==> run_1/logic_types.png <==
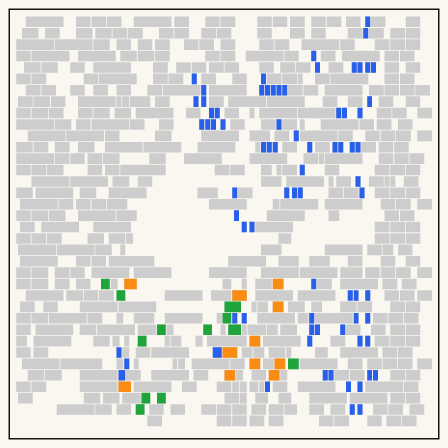
==> run_1/congestion.png <==
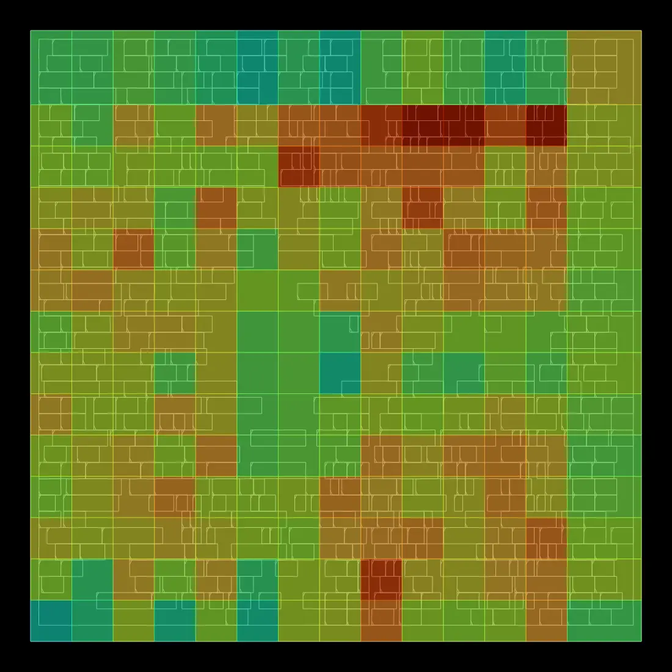
==> run_1/layer_met2.png <==
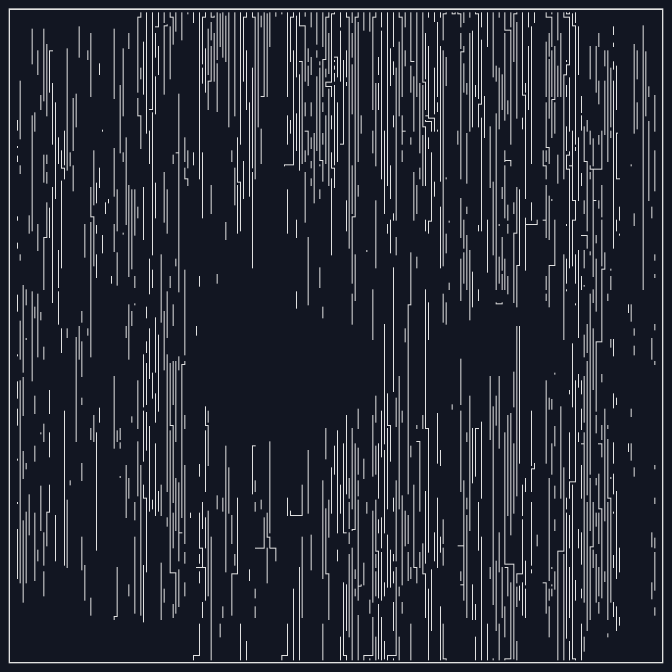
`src/rtl/regfile_arb_pkg.sv`:
```
// Shared types and constants for the register-file write-back port arbiter.
package regfile_arb_pkg;

    localparam int unsigned NUM_REGS   = 32;
    localparam int unsigned DEFAULT_AW = 5;
    localparam int unsigned DEFAULT_DW = 32;

    typedef enum logic [1:0] {
        IDLE = 2'd0,
        DUMP = 2'd1,
        LAST = 2'd2
    } state_t;

endpackage

```
`src/rtl/rr_arbiter.sv`:
```
// Combinational round-robin selector: one-hot grant to the first valid
// requester at or after ptr, searching upward modulo NREQ.
module rr_arbiter #(
    parameter int unsigned NREQ = 3,
    parameter int unsigned PW   = 2
) (
    input  logic [NREQ-1:0] valid,
    input  logic [PW-1:0]   ptr,
    output logic [NREQ-1:0] grant
);

    logic w_found;

    // Scan offsets from ptr in priority order; only constant indices are used
    always_comb begin
        grant   = '0;
        w_found = 1'b0;
        for (int unsigned off = 0; off < NREQ; off++) begin
            for (int unsigned j = 0; j < NREQ; j++) begin
                if (!w_found && valid[j] &&
                    ((32'(ptr) + off == j) || (32'(ptr) + off == j + NREQ))) begin
                    grant[j] = 1'b1;
                    w_found  = 1'b1;
                end
            end
        end
    end

endmodule

```
`src/rtl/regfile_port_arbiter.sv`:
```
// Arbitrates NREQ write-back requesters onto a single register-file write
// port and streams all registers out on request through a debug read port.
module regfile_port_arbiter
    import regfile_arb_pkg::*;
#(
    parameter int unsigned NREQ = 3,
    parameter int unsigned AW   = DEFAULT_AW,
    parameter int unsigned DW   = DEFAULT_DW
) (
    input  logic              clk,
    input  logic              rst,
    input  logic [NREQ-1:0]   req_valid,
    input  logic [NREQ*AW-1:0] req_addr,
    input  logic [NREQ*DW-1:0] req_data,
    output logic [NREQ-1:0]   req_ready,
    output logic              RegWrite,
    output logic [AW-1:0]     wads,
    output logic [DW-1:0]     wdata,
    input  logic              dump_start,
    output logic [AW-1:0]     outaddr,
    input  logic [DW-1:0]     reg_data,
    output logic              dump_busy,
    output logic              dump_valid,
    output logic [AW-1:0]     dump_addr,
    output logic [DW-1:0]     dump_data
);

    localparam int unsigned PW = (NREQ > 1) ? $clog2(NREQ) : 1;

    state_t          r_state;
    logic [PW-1:0]   r_rr_ptr;
    logic [AW-1:0]   r_cnt;
    logic            r_reg_write;
    logic [AW-1:0]   r_wads;
    logic [DW-1:0]   r_wdata;
    logic            r_dump_busy;
    logic            r_dump_valid;
    logic [AW-1:0]   r_dump_addr;
    logic [DW-1:0]   r_dump_data;

    logic            w_arb_en;
    logic [NREQ-1:0] w_grant;
    logic            w_xfer;
    logic [PW-1:0]   w_win;
    logic [PW-1:0]   w_next_ptr;
    logic [AW-1:0]   w_sel_addr;
    logic [DW-1:0]   w_sel_data;

    rr_arbiter #(
        .NREQ (NREQ),
        .PW   (PW)
    ) u_rr (
        .valid (req_valid),
        .ptr   (r_rr_ptr),
        .grant (w_grant)
    );

    // Grants only in IDLE and only when no dump is being requested
    assign w_arb_en  = (r_state == IDLE) && !dump_start;
    assign req_ready = w_arb_en ? w_grant : '0;
    assign w_xfer    = |req_ready;
    assign outaddr   = (r_state == DUMP) ? r_cnt : '0;

    // Decode the one-hot grant into winner index and its address/data
    always_comb begin
        w_win      = '0;
        w_sel_addr = '0;
        w_sel_data = '0;
        for (int unsigned i = 0; i < NREQ; i++) begin
            if (req_ready[i]) begin
                w_win      = PW'(i);
                w_sel_addr = req_addr[i*AW +: AW];
                w_sel_data = req_data[i*DW +: DW];
            end
        end
    end

    assign w_next_ptr = (w_win == PW'(NREQ - 1)) ? '0 : w_win + PW'(1);

    // Control FSM with registered write-port and dump outputs
    always_ff @(posedge clk or negedge rst) begin
        if (!rst) begin
            r_state      <= IDLE;
            r_rr_ptr     <= '0;
            r_cnt        <= '0;
            r_reg_write  <= 1'b0;
            r_wads       <= '0;
            r_wdata      <= '0;
            r_dump_busy  <= 1'b0;
            r_dump_valid <= 1'b0;
            r_dump_addr  <= '0;
            r_dump_data  <= '0;
        end else begin
            r_reg_write  <= 1'b0;
            r_dump_valid <= 1'b0;
            unique case (r_state)
                IDLE: begin
                    if (dump_start) begin
                        r_state     <= DUMP;
                        r_cnt       <= '0;
                        r_dump_busy <= 1'b1;
                    end else if (w_xfer) begin
                        // Writes to register 0 are acknowledged but discarded
                        r_reg_write <= (w_sel_addr != '0);
                        r_wads      <= w_sel_addr;
                        r_wdata     <= w_sel_data;
                        r_rr_ptr    <= w_next_ptr;
                    end
                end
                DUMP: begin
                    r_dump_valid <= 1'b1;
                    r_dump_addr  <= r_cnt;
                    r_dump_data  <= reg_data;
                    r_cnt        <= r_cnt + AW'(1);
                    if (r_cnt == AW'(NUM_REGS - 1)) begin
                        r_state <= LAST;
                    end
                end
                LAST: begin
                    r_state     <= IDLE;
                    r_dump_busy <= 1'b0;
                end
                default: begin
                    r_state     <= IDLE;
                    r_dump_busy <= 1'b0;
                end
            endcase
        end
    end

    assign RegWrite   = r_reg_write;
    assign wads       = r_wads;
    assign wdata      = r_wdata;
    assign dump_busy  = r_dump_busy;
    assign dump_valid = r_dump_valid;
    assign dump_addr  = r_dump_addr;
    assign dump_data  = r_dump_data;

endmodule

```
`config.mk`:
```
export PLATFORM = sky130hd
export DESIGN_NAME = regfile_port_arbiter
export DESIGN_NICKNAME = d
export VERILOG_FILES = /design/src/rtl/regfile_arb_pkg.sv /design/src/rtl/rr_arbiter.sv /design/src/rtl/regfile_port_arbiter.sv
export SDC_FILE = /design/constraint.sdc
export NUM_CORES = 1
export LEC_CHECK = 0
export CAP_MARGIN = 10
export CORE_UTILIZATION = 37
export DETAILED_ROUTE_END_ITERATION = 6
export GPL_TIMING_DRIVEN = 0
export HOLD_SLACK_MARGIN = 0.08
export PLACE_DENSITY = 0.81
export SKIP_LAST_GASP = 1
export SLEW_MARGIN = 0
export SYNTH_ARGS = -nofsm -noshare
export SYNTH_HDL_FRONTEND = slang
export SYNTH_SLANG_ARGS = --single-unit
```
`constraint.sdc`:
```
create_clock -name clk -period 2.7 [get_ports clk]
set_clock_uncertainty 0.1 [all_clocks]
set_input_delay 0.27 -clock clk [delete_from_list [all_inputs] [get_ports clk]]
set_output_delay 0.27 -clock clk [all_outputs]
set_load 0.01 [all_outputs]
```
==> notes.md <==
Synthesis and place-and-route results.

- The total number of tap cells is roughly 130.
- STA lists the startpoint of the worst register-to-register path as r_rr_ptr[0]$_DFFE_PN0P_.
- STA classifies the critical path startpoint as a register.
- The highest ir drop seen on vdd is 0.505 mV.
- The quantity of hold-fixing buffers added after cts is 1.
- According to the timing report, the data required time at the worst endpoint equals around 2.8 ns.
- The path type of the worst setup path is register to register.
- The buffer levels on the longest clock path is 2.
- The layout contains a multi-input combinational cell count of around 200.
- The worst-skew pair later-pin latency is between 0.3 and 0.4 ns.
- The worst reg-to-reg setup slack is approximately 0.14 ns.
- Per the timing report, the achievable frequency comes out to between 0.3 and 0.4 GHz.
- The DRC violation count after routing is 0.
- The count of different cell masters after synthesis is 35.
- The number of non-clock buffers in the layout is ~260.
- In this run the power density over the cells is between 800 and 900 nW/um2.
- The combined area of the multi-input logic cells is approximately 1500 um2.
- The share of the Yosys chip area taken by registers is between 50 and 60%.
- The proportion of cell area occupied by multi-input gates is a little under a quarter.
- The standard cell core area is around 9700 um2.
- The switching part of the total power is about a third.
- At floorplan, the net count of the design was reported as around 470.
- Of all the cell area in the finished design, the clock network holds 3.26%.
- The capturing instance or port of the critical path is RegWrite$_DFF_PN0_.
- In the synthesized netlist, mux cells make up a little under an eighth of the area.
- The total negative setup slack is 0 ns.
- Per the gpl log, the routability congestion estimate is between 0.7 and 0.8.
- Signal routing reaches up to met4.
- The final hold violation count recorded for this run is 0.
- The simple-gate share of the synthesized area is approximately 12%.
- The clock transition at the registers of the reported paths is approximately 0.090 ns.
- The share of final layout cell area taken by non-clock buffers is between 30% and 40%.
- The layout overhead on the synthesized area is 77.9%.
- Summed over all layers, the routed wires come to roughly 12 mm.
- The sum of routed wire segments on met1 is roughly 4.6 mm.
- The routed design could run at a clock period as short as ~2.6 ns.
- The cell type group with the largest total delay on the critical path is simple AND/OR/NAND/NOR gates.
- The die area is about 10000 um2.
- The capture point of the worst reg-to-reg path is RegWrite$_DFF_PN0_.
- The number of global-route vias before repair came to between 3000 and 4000.
- During synthesis, Yosys emitted a total of 0 warnings.
- The share of the core filled by cells before placement is 38.1%.
- The share of cells above drive strength 1 is 14.2%.
- Summed over all instances, the cell type with the most area after synthesis is sky130_fd_sc_hd__dfrtp_1.
- In this run the remaining antenna-violating nets after routing total 0.
- The sequential cell fraction of total power is between 30% and 40%.
- The netlist area before placement is 3710 um2.
- Hold is met by around 0.33 ns.
- The most frequently used flop master after synthesis is sky130_fd_sc_hd__dfrtp_1.
- The clock H-tree reported by CTS has 3 levels.
- In this run, power in combinational logic comes to between 2000 and 3000 uW.
- The vertical die size is 102 um.
- The fraction of area in registers is roughly 33%.
- The final tally of max-slew violations is 0.
- The cell row count is 36.
- The most frequently used cell type in the post-synthesis netlist is sky130_fd_sc_hd__dfrtp_1.
- The fraction of post-synthesis cell area in the top cell type by area is approximately three fifths.
- The delay of the slowest critical-path stage is between 0.4 and 0.5 ns.
- Looking at the power breakdown, combinational cells take between 40% and 50% of the total.
- The flow ran to the end, and the final reports show no timing, DRC or antenna violations.
- The sequential power reported by the tool is a little over 2000 uW.
- On met3, the global router reports a usage of around 7%.
- After detailed routing, the met3 layer carries between 1 and 1.5 mm of wire.
- In this run the worst setup path begins at r_rr_ptr[0]$_DFFE_PN0P_.
- The slew at the pin with the worst max-slew slack is between 0.5 and 0.6 ns.
- The max-capacitance violation count is 0.
- The number of gates resized after cts is 20.
- Yosys reports that the most numerous cell types are sky130_fd_sc_hd__dfrtp_1, sky130_fd_sc_hd__nand2_1, sky130_fd_sc_hd__mux2_2.
- The violation tally from detailed-route iteration zero is between 150 and 200.
- Total power for the finished layout comes to 5680 uW.
- 0 antenna diodes ended up in the layout.
- The first-pass GRT wire length is ~18 mm.
- The number of antenna violations at the first check in global routing is 0.
- The worst setup path is captured at a register.
- The signal arrival time at the worst endpoint is between 2 and 3 ns.
- After filler insertion, the fill cell instance count of the layout stands at around 760.
- The floorplan step set the die width to 102 um.
- The area after detailed placement is about 6200 um2.
## Picture notes: logic_types.png
legend:
  AND-OR and OR-AND gates:
    color: orange
    cells: 11
    most_used: a21o_1
  AND and OR gates:
    color: green
    cells: 12
    most_used: and2_1
  NAND gates:
    color: blue
    cells: 76
    most_used: nand2_1

## Picture notes: congestion.png
GRT Resource Usage Total: 22.2%
global route hottest layer: met2
met1 Usage GRT: 25.1%
routed len/inst: 17.2 um

## Picture notes: layer_met2.png
wire length on this layer: 5980 um
longest straight run: 41.3 um
nets with wire on the layer: 647

-- run 1: sequential cells by signal, summed over array words and instances, names as in the netlist --
| name | count |
|---|---|
| r_state | 2 |
| wads | 5 |
| r_rr_ptr | 2 |
| r_cnt | 5 |
| RegWrite | 1 |
| dump_data | 32 |
| dump_busy | 1 |
| wdata | 32 |
| dump_valid | 1 |
| dump_addr | 5 |
-- run 1: metrics by stage --
stage | setup WS, ns | util (%) | std cells
2_1_floorplan | 0.351 | - | 314
3_3_place_gp | -1.79 | 63.8 | 680
3_5_place_dp | -0.486 | 64.0 | 681
4_1_cts | -0.0658 | 67.3 | 702
5_1_grt | 0.00501 | 67.8 | 704
6_report | 0.139 | 67.8 | 704
Power is estimated from default activity; no workload was simulated.
